**Run 1: routed metal, one colour a layer**

Bar = 20 um. Only two layers are drawn.
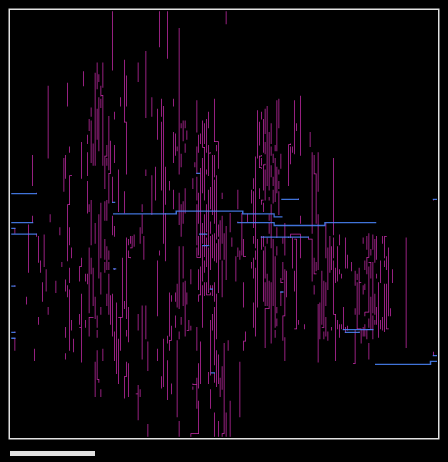
**Run 1: placement by cell class**

Fill, decap, tap and diode cells in grey.
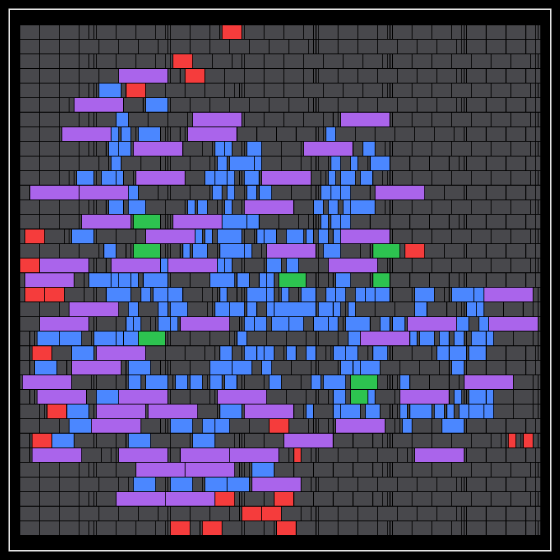
**Run 1: where the registers sit**

Bar = 20 um. Other sequential cells in the stronger grey, the rest of the logic in the fainter grey.
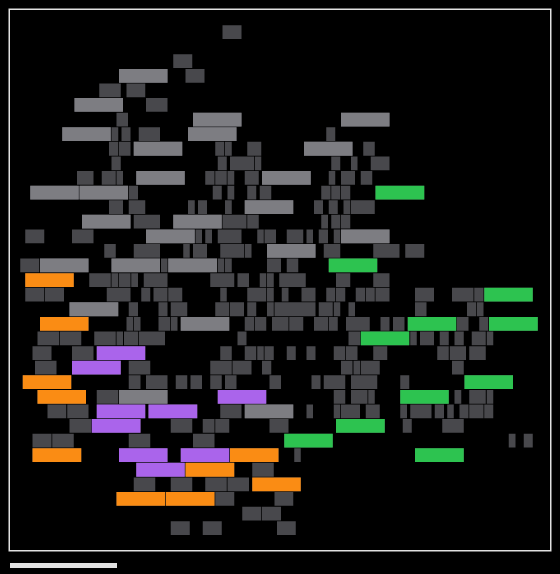
File: config.mk
export PLATFORM = sky130hd
export DESIGN_NAME = comma_aligner
export DESIGN_NICKNAME = d
export VERILOG_FILES = /design/src/rtl/laser_rx_pkg.sv /design/src/rtl/comma_detect.sv /design/src/rtl/comma_aligner.sv
export SDC_FILE = /design/constraint.sdc
export NUM_CORES = 1
export LEC_CHECK = 0
export CAP_MARGIN = 20
export CORE_MARGIN = 1.5
export CORE_UTILIZATION = 30
export DETAILED_ROUTE_END_ITERATION = 8
export RECOVER_POWER = 100
export SYNTH_ARGS = -nofsm -noshare
export SYNTH_HDL_FRONTEND = slang
export SYNTH_SLANG_ARGS = --single-unit
export TNS_END_PERCENT = 5
File: constraint.sdc
create_clock -name clk -period 6.4 [get_ports clk]
set_input_delay 0.96 -clock clk [delete_from_list [all_inputs] [get_ports clk]]
set_output_delay 0.96 -clock clk [all_outputs]
set_load 0.02 [all_outputs]
File: src/rtl/laser_rx_pkg.sv
// Shared receive-path definitions for the 8b/10b lane.
// Symbol width, K28.7 comma codes and aligner states.
package laser_rx_pkg;

  localparam int SYM_W = 10;

  localparam logic [SYM_W-1:0] K28_7_RDN = 10'b0011111000;
  localparam logic [SYM_W-1:0] K28_7_RDP = 10'b1100000111;

  typedef enum logic [1:0] {
    ST_HUNT,
    ST_VERIFY,
    ST_LOCKED
  } align_st_t;

  function automatic logic is_k28_7(
    input logic [SYM_W-1:0] win
  );
    return (win == K28_7_RDN) ||
           (win == K28_7_RDP);
  endfunction

endpackage

File: src/rtl/comma_detect.sv
// K28.7 comma matcher over a 10-bit window.
// Either running disparity counts as a hit.
module comma_detect
  import laser_rx_pkg::*;
(
  input  logic [SYM_W-1:0] win,
  output logic             hit
);

  assign hit = is_k28_7(win);

endmodule

File: src/rtl/comma_aligner.sv
// Serial-to-symbol aligner: hunts K28.7, qualifies
// the phase, then delivers 10-bit symbols.
module comma_aligner
  import laser_rx_pkg::*;
#(
  parameter int LOCK_COUNT    = 3,
  parameter int UNLOCK_COUNT  = 4,
  parameter int COMMA_TIMEOUT = 1024
) (
  input  logic             clk,
  input  logic             rst_n,
  input  logic             bit_in,
  input  logic             bit_valid,
  input  logic             realign,
  output logic [SYM_W-1:0] sym_out,
  output logic             sym_valid,
  output logic             sym_is_comma,
  output logic             locked,
  output logic [3:0]       align_offset
);

  localparam int TMO_W =
    (COMMA_TIMEOUT > 0) ? $clog2(COMMA_TIMEOUT + 1) : 1;
  localparam logic [3:0] LOCK_N   = 4'(LOCK_COUNT);
  localparam logic [3:0] UNLOCK_N = 4'(UNLOCK_COUNT);
  localparam logic [TMO_W-1:0] TMO_N =
    TMO_W'(COMMA_TIMEOUT);
  localparam bit TMO_ON = (COMMA_TIMEOUT != 0);

  align_st_t        state;
  logic [8:0]       sr;
  logic [3:0]       phase;
  logic [3:0]       bitcnt;
  logic [3:0]       good_cnt;
  logic [3:0]       miss_cnt;
  logic [TMO_W-1:0] tmo_cnt;

  logic [SYM_W-1:0] window;
  logic             hit_raw;
  logic             hit;
  logic             boundary;
  logic [3:0]       good_inc;
  logic [3:0]       miss_inc;
  logic [TMO_W-1:0] tmo_inc;
  logic             tmo_exp;

  logic             adopt;
  logic             emit;
  logic             go_hunt;
  logic             go_lock;
  logic [3:0]       good_nxt;
  logic [3:0]       miss_nxt;
  logic [TMO_W-1:0] tmo_nxt;

  assign window   = {sr, bit_in};
  assign hit      = hit_raw & bit_valid & ~realign;
  assign boundary = (phase == 4'd9);

  assign good_inc = (&good_cnt) ? good_cnt
                                : good_cnt + 4'd1;
  assign miss_inc = (&miss_cnt) ? miss_cnt
                                : miss_cnt + 4'd1;
  assign tmo_inc  = (&tmo_cnt) ? tmo_cnt
                               : tmo_cnt + TMO_W'(1);
  assign tmo_exp  = TMO_ON && (tmo_inc >= TMO_N);

  comma_detect u_det (
    .win (window),
    .hit (hit_raw)
  );

  // Decide adoption, emission and state moves for this bit.
  always_comb begin
    adopt    = 1'b0;
    emit     = 1'b0;
    go_hunt  = realign;
    go_lock  = 1'b0;
    good_nxt = good_cnt;
    miss_nxt = miss_cnt;
    tmo_nxt  = tmo_cnt;
    if (!realign && bit_valid) begin
      unique case (state)
        ST_HUNT: adopt = hit;
        ST_VERIFY: begin
          if (hit && !boundary) begin
            adopt = 1'b1;
          end else if (boundary) begin
            emit = 1'b1;
            if (hit) begin
              good_nxt = good_inc;
              tmo_nxt  = '0;
              go_lock  = (good_inc >= LOCK_N);
            end else begin
              tmo_nxt = tmo_inc;
              go_hunt = tmo_exp;
            end
          end
        end
        ST_LOCKED: begin
          if (boundary) begin
            emit = 1'b1;
            if (hit) begin
              miss_nxt = '0;
              tmo_nxt  = '0;
            end else begin
              tmo_nxt = tmo_inc;
              go_hunt = tmo_exp;
            end
          end else if (hit) begin
            miss_nxt = miss_inc;
            go_hunt  = (miss_inc >= UNLOCK_N);
          end
        end
        default: go_hunt = 1'b1;
      endcase
    end
    if (adopt) begin
      emit     = 1'b1;
      good_nxt = 4'd1;
      miss_nxt = '0;
      tmo_nxt  = '0;
      go_lock  = (LOCK_N <= 4'd1);
    end
  end

  // Shift register, counters, FSM and registered outputs.
  always_ff @(posedge clk or negedge rst_n) begin
    if (!rst_n) begin
      state        <= ST_HUNT;
      sr           <= '0;
      phase        <= '0;
      bitcnt       <= '0;
      good_cnt     <= '0;
      miss_cnt     <= '0;
      tmo_cnt      <= '0;
      sym_out      <= '0;
      sym_valid    <= 1'b0;
      sym_is_comma <= 1'b0;
      locked       <= 1'b0;
      align_offset <= '0;
    end else begin
      sym_valid <= emit;
      if (emit) begin
        sym_out      <= window;
        sym_is_comma <= hit;
      end
      if (bit_valid) begin
        sr     <= window[8:0];
        bitcnt <= (bitcnt == 4'd9) ? 4'd0
                                   : bitcnt + 4'd1;
        if (adopt || boundary) begin
          phase <= 4'd0;
        end else begin
          phase <= phase + 4'd1;
        end
      end
      if (adopt) begin
        align_offset <= bitcnt;
      end
      if (go_hunt) begin
        state    <= ST_HUNT;
        locked   <= 1'b0;
        good_cnt <= '0;
        miss_cnt <= '0;
        tmo_cnt  <= '0;
      end else begin
        good_cnt <= good_nxt;
        miss_cnt <= miss_nxt;
        tmo_cnt  <= tmo_nxt;
        if (go_lock) begin
          state  <= ST_LOCKED;
          locked <= 1'b1;
        end else if (adopt) begin
          state <= ST_VERIFY;
        end
      end
    end
  end

endmodule

==> results_dict.tcl, run 1 <==
# metrics dict for downstream scripts
set metrics [dict create \
    io_pins 22 \
    drt-initial-drc-count 138 \
    synth.distinct_cells 55 \
    edf_count 0 \
    seq_power_share_pct 55.5 \
    topCellsByArea "dfrtp_1 48%, mux2_2 9.4%, ha_1 3.9%" \
    yosysCellCount 271 \
    fp_nets 285 \
    final_layout_top_logic_cells "55 x dfrtp_1, 24 x mux2_2, 23 x nand2_1, 19 x a21oi_1, 18 x dlygate4sd3_1" \
    syn_inst 271 \
    startpoint "bit_valid" \
    worstMarginPinSlew_ps 3010 \
    route.layer.met1.wl_um 2820 \
    synth_area_um2 2860 \
    hold_viol 0 \
    startpoint_type "input port" \
    tritoncts "yes" \
    crit_path_end_kind "flop" \
    gr-total-overflow 0 \
    power_density_nw_per_um2 246 \
    grtUsageMet2_pct 20.2 \
    drtAntennaViolNets 0 \
    worstReg2RegEnd "tmo_cnt[6]$_DFFE_PN0P_" \
    hold_path.class "flop to flop" \
    hold_depth 1 \
    fp_util_pct 31.0 \
    fill_cells 950 \
    grt_most_used_layer "met2" \
    drive_above_1_share_pct 12.3 \
    status "finished, violations left" \
    r2r_cells 7 \
    hold_slack_ps 510 \
    drv_slew 56 \
    post-cts-setup-buffers 0 \
    topCombFamilyByArea "AND-OR/OR-AND gates" \
    critPathKind "input port to flop" \
    placed_cells 414 \
    place_hpwl_um 4020 \
    pg_clk_mw 0.214 \
    rsz0062_at_grt "no" \
    grtUsageMet1_pct 16.3 \
    fmax_mhz 222 \
    holdBufCountCts 0 \
    cpMostUsedCell "o21bai_1" \
    p_leak_nw 1.47 \
    violations "capacitance limit, slew limit" \
    power_leader "sequential cells" \
    dieArea_um2 10100 \
    diodes 0 \
    grt_pass1_vias 2120 \
    dp_slack_ps 2360 \
    gp_congestion 0.791 \
    synthMuxAreaShare_pct 10.8 \
    swShare_pct 31.0 \
    syn_avg_cell_area_um2 10.6 \
    clkTransAtPathRegs_ps 100 \
    ir_drop_v 0.000115 \
    logic_area_um2 1370 \
    setup_slack_ps 1890 \
    fin_total_pwr_mw 0.801 \
    maxCapViolations 1 \
    async_flop_share_pct 100 \
    min_to "align_offset[3]$_DFFE_PN0P_" \
    ys_area_um2 2860 \
    port_buffers 21 \
]
## Picture notes: 'routed metal, one colour a layer'
- M2: magenta (wire length 2790 um)
- M3: blue (wire length 141 um)
drt total wl: 5860 um
routed vias: 2139

## Picture notes: 'placement by cell class'
- clock drivers and dummy loads: green (cells 8; share of their area 3.2%)
- remaining logic cells: blue (cells 207; share of their area 46%)
- remaining buffers and delay cells: red (cells 23; share of their area 6.9%)
- registers: purple (cells 55; share of their area 44%)
final core utilization: 35.3%
Rows: 35

## Picture notes: 'where the registers sit'
- sym_out: orange (flops 10; where lower left)
- tmo_cnt: green (flops 11)
- sr: purple (flops 9; where lower left)
- not coloured: 25
FF+latch area: 1380 um2
Seq area share: 42.2%
P_seq: 0.445 mW

[run 1: critical path, delay by kind of cell]
kind,cells,cell delay (ps)
and+or+nand+nor,3,1090
AOI/OAI and AO/OA,4,1160
buffers and inverters,2,1540
[run 1: flip-flops by register name (all words and copies together), names as in the netlist]
name          flops
state             2
phase             4
miss_cnt          4
locked            1
sym_is_comma      1
sym_valid         1
sr                9
good_cnt          4
bitcnt            4
sym_out          10
tmo_cnt          11
align_offset      4
[run 1: area by class of cell]
cell class	count	share of cell area, %
clock buffer	6	2.53
sequential	55	42.2
multi-input combinational	196	42.0
timing repair buffer	23	6.52
tap	129	4.95
clock inverter	2	0.537
inverter	11	1.27
**Run 1: clock wires, drivers and flops**

Bar = 20 um.
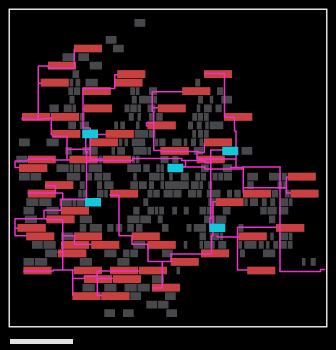

## Run 2: what changed since run 1
==> constraint.sdc (replaced) <==
create_clock -name clk -period 3.63 [get_ports clk]
set_input_delay 0.5445 -clock clk [delete_from_list [all_inputs] [get_ports clk]]
set_output_delay 0.5445 -clock clk [all_outputs]
set_load 0.02 [all_outputs]
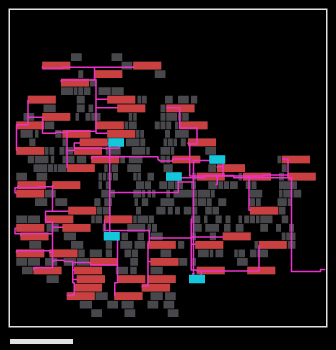
**Above:** run 2 (clock wires, drivers and flops).
Bar = 20 um.
- clock wires: magenta (length 738 um)
- flip-flops: red (count 55)
- clock-net drivers: cyan (count 5)
- routed clock nets: 6
Final Skew: 13.1 ps
Latency at later pin: 330 ps
clock power share: 27.0%
P_clk: 0.383 mW

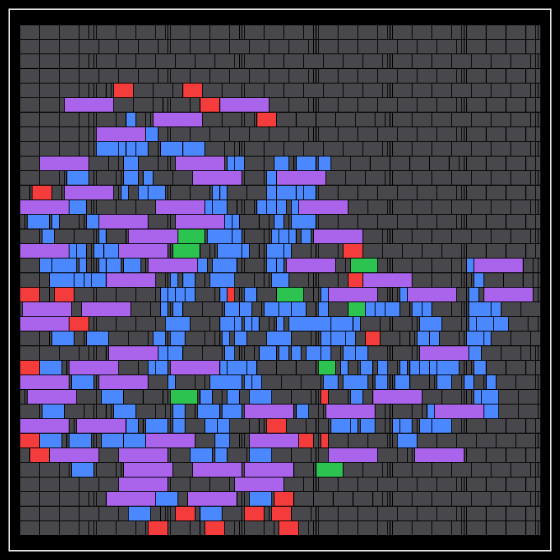
**Above:** run 2 (placement by cell class).
Fill, decap, tap and diode cells in grey.
- remaining buffers and delay cells: red (cells 26; share of their area 7.4%)
- clock drivers and dummy loads: green (cells 8; share of their area 3.2%)
- registers: purple (cells 55; share of their area 44%)
- remaining logic cells: blue (cells 207; share of their area 46%)
final core utilization: 35.8%
Seq area share: 41.6%

==> results_dict.tcl, run 2 <==
# metrics dict for downstream scripts
set metrics [dict create \
    status "finished, violations left" \
    violations "capacitance limit, slew limit" \
    crit_path_end_kind "flop" \
    p_leak_nw 1.49 \
    drv_slew 42 \
    seq_power_share_pct 55.3 \
    rsz0062_at_grt "no" \
    ir_drop_v 0.000291 \
    holdBufCountCts 0 \
    nonClkBufAreaFrac_pct 7.08 \
    drtAntennaViolNets 0 \
    min_to "sym_out[8]$_DFFE_PN0P_" \
    layout.area.top_class "multi-input combinational cells" \
    grt_most_used_layer "met2" \
    comb_area_share_pct 42.1 \
    topCellsByArea "dfrtp_1 48%, mux2_2 9.4%, ha_1 3.9%" \
    top_regs "tmo_cnt (11), sym_out (10), sr (9)" \
    largest_register "tmo_cnt" \
    edf_count 0 \
    synth_area_um2 2860 \
    hold_slack_ps 509 \
    maxCapViolations 1 \
    ys_area_um2 2860 \
    crit_family "AND-OR/OR-AND gates" \
    critPathKind "input port to flop" \
    async_flop_share_pct 100 \
    hold_depth 1 \
    nNonClkInverters 11 \
    syn_inst 271 \
    drt-initial-drc-count 74 \
    hold_viol 0 \
    gr-total-overflow 0 \
    worstReg2RegEnd "tmo_cnt[9]$_DFFE_PN0P_" \
    grtUsageMet1_pct 16.5 \
    diodes 0 \
    r2r_cells 7 \
    clkTransAtPathRegs_ps 100 \
    hold_path.class "flop to flop" \
    clkCellAreaFrac_pct 3.03 \
    fin_total_pwr_mw 1.42 \
    fp_util_pct 31.0 \
    startpoint_type "input port" \
]
## run 2: power groups by stage
stage | clock network [mW] | registers [mW] | logic, mW
4_1_cts | 0.394 | 0.785 | 0.259
5_1_grt | 0.408 | 0.800 | 0.286
2_1_floorplan | 0 | 0.782 | 0.176
3_5_place_dp | 0 | 0.797 | 0.257
6_report | 0.383 | 0.784 | 0.251
3_3_place_gp | 0 | 0.791 | 0.250
## run 2: kinds of logic (layout without fill, tap and decap cells)
kind of cell | after synthesis | after routing | synth area share (%)
adders and majority gates | 9 | 9 | 3.94
xor gates and xnor gates | 2 | 2 | 0.612
muxes | 28 | 28 | 10.8
buffers and inverters | 20 | 45 | 3.06
and+or+nand+nor | 90 | 90 | 16.6
AOI/OAI and AO/OA | 67 | 67 | 16.9
DFF | 55 | 55 | 48.1
Power figures rest on the tool's default switching activity, not on a simulated workload.
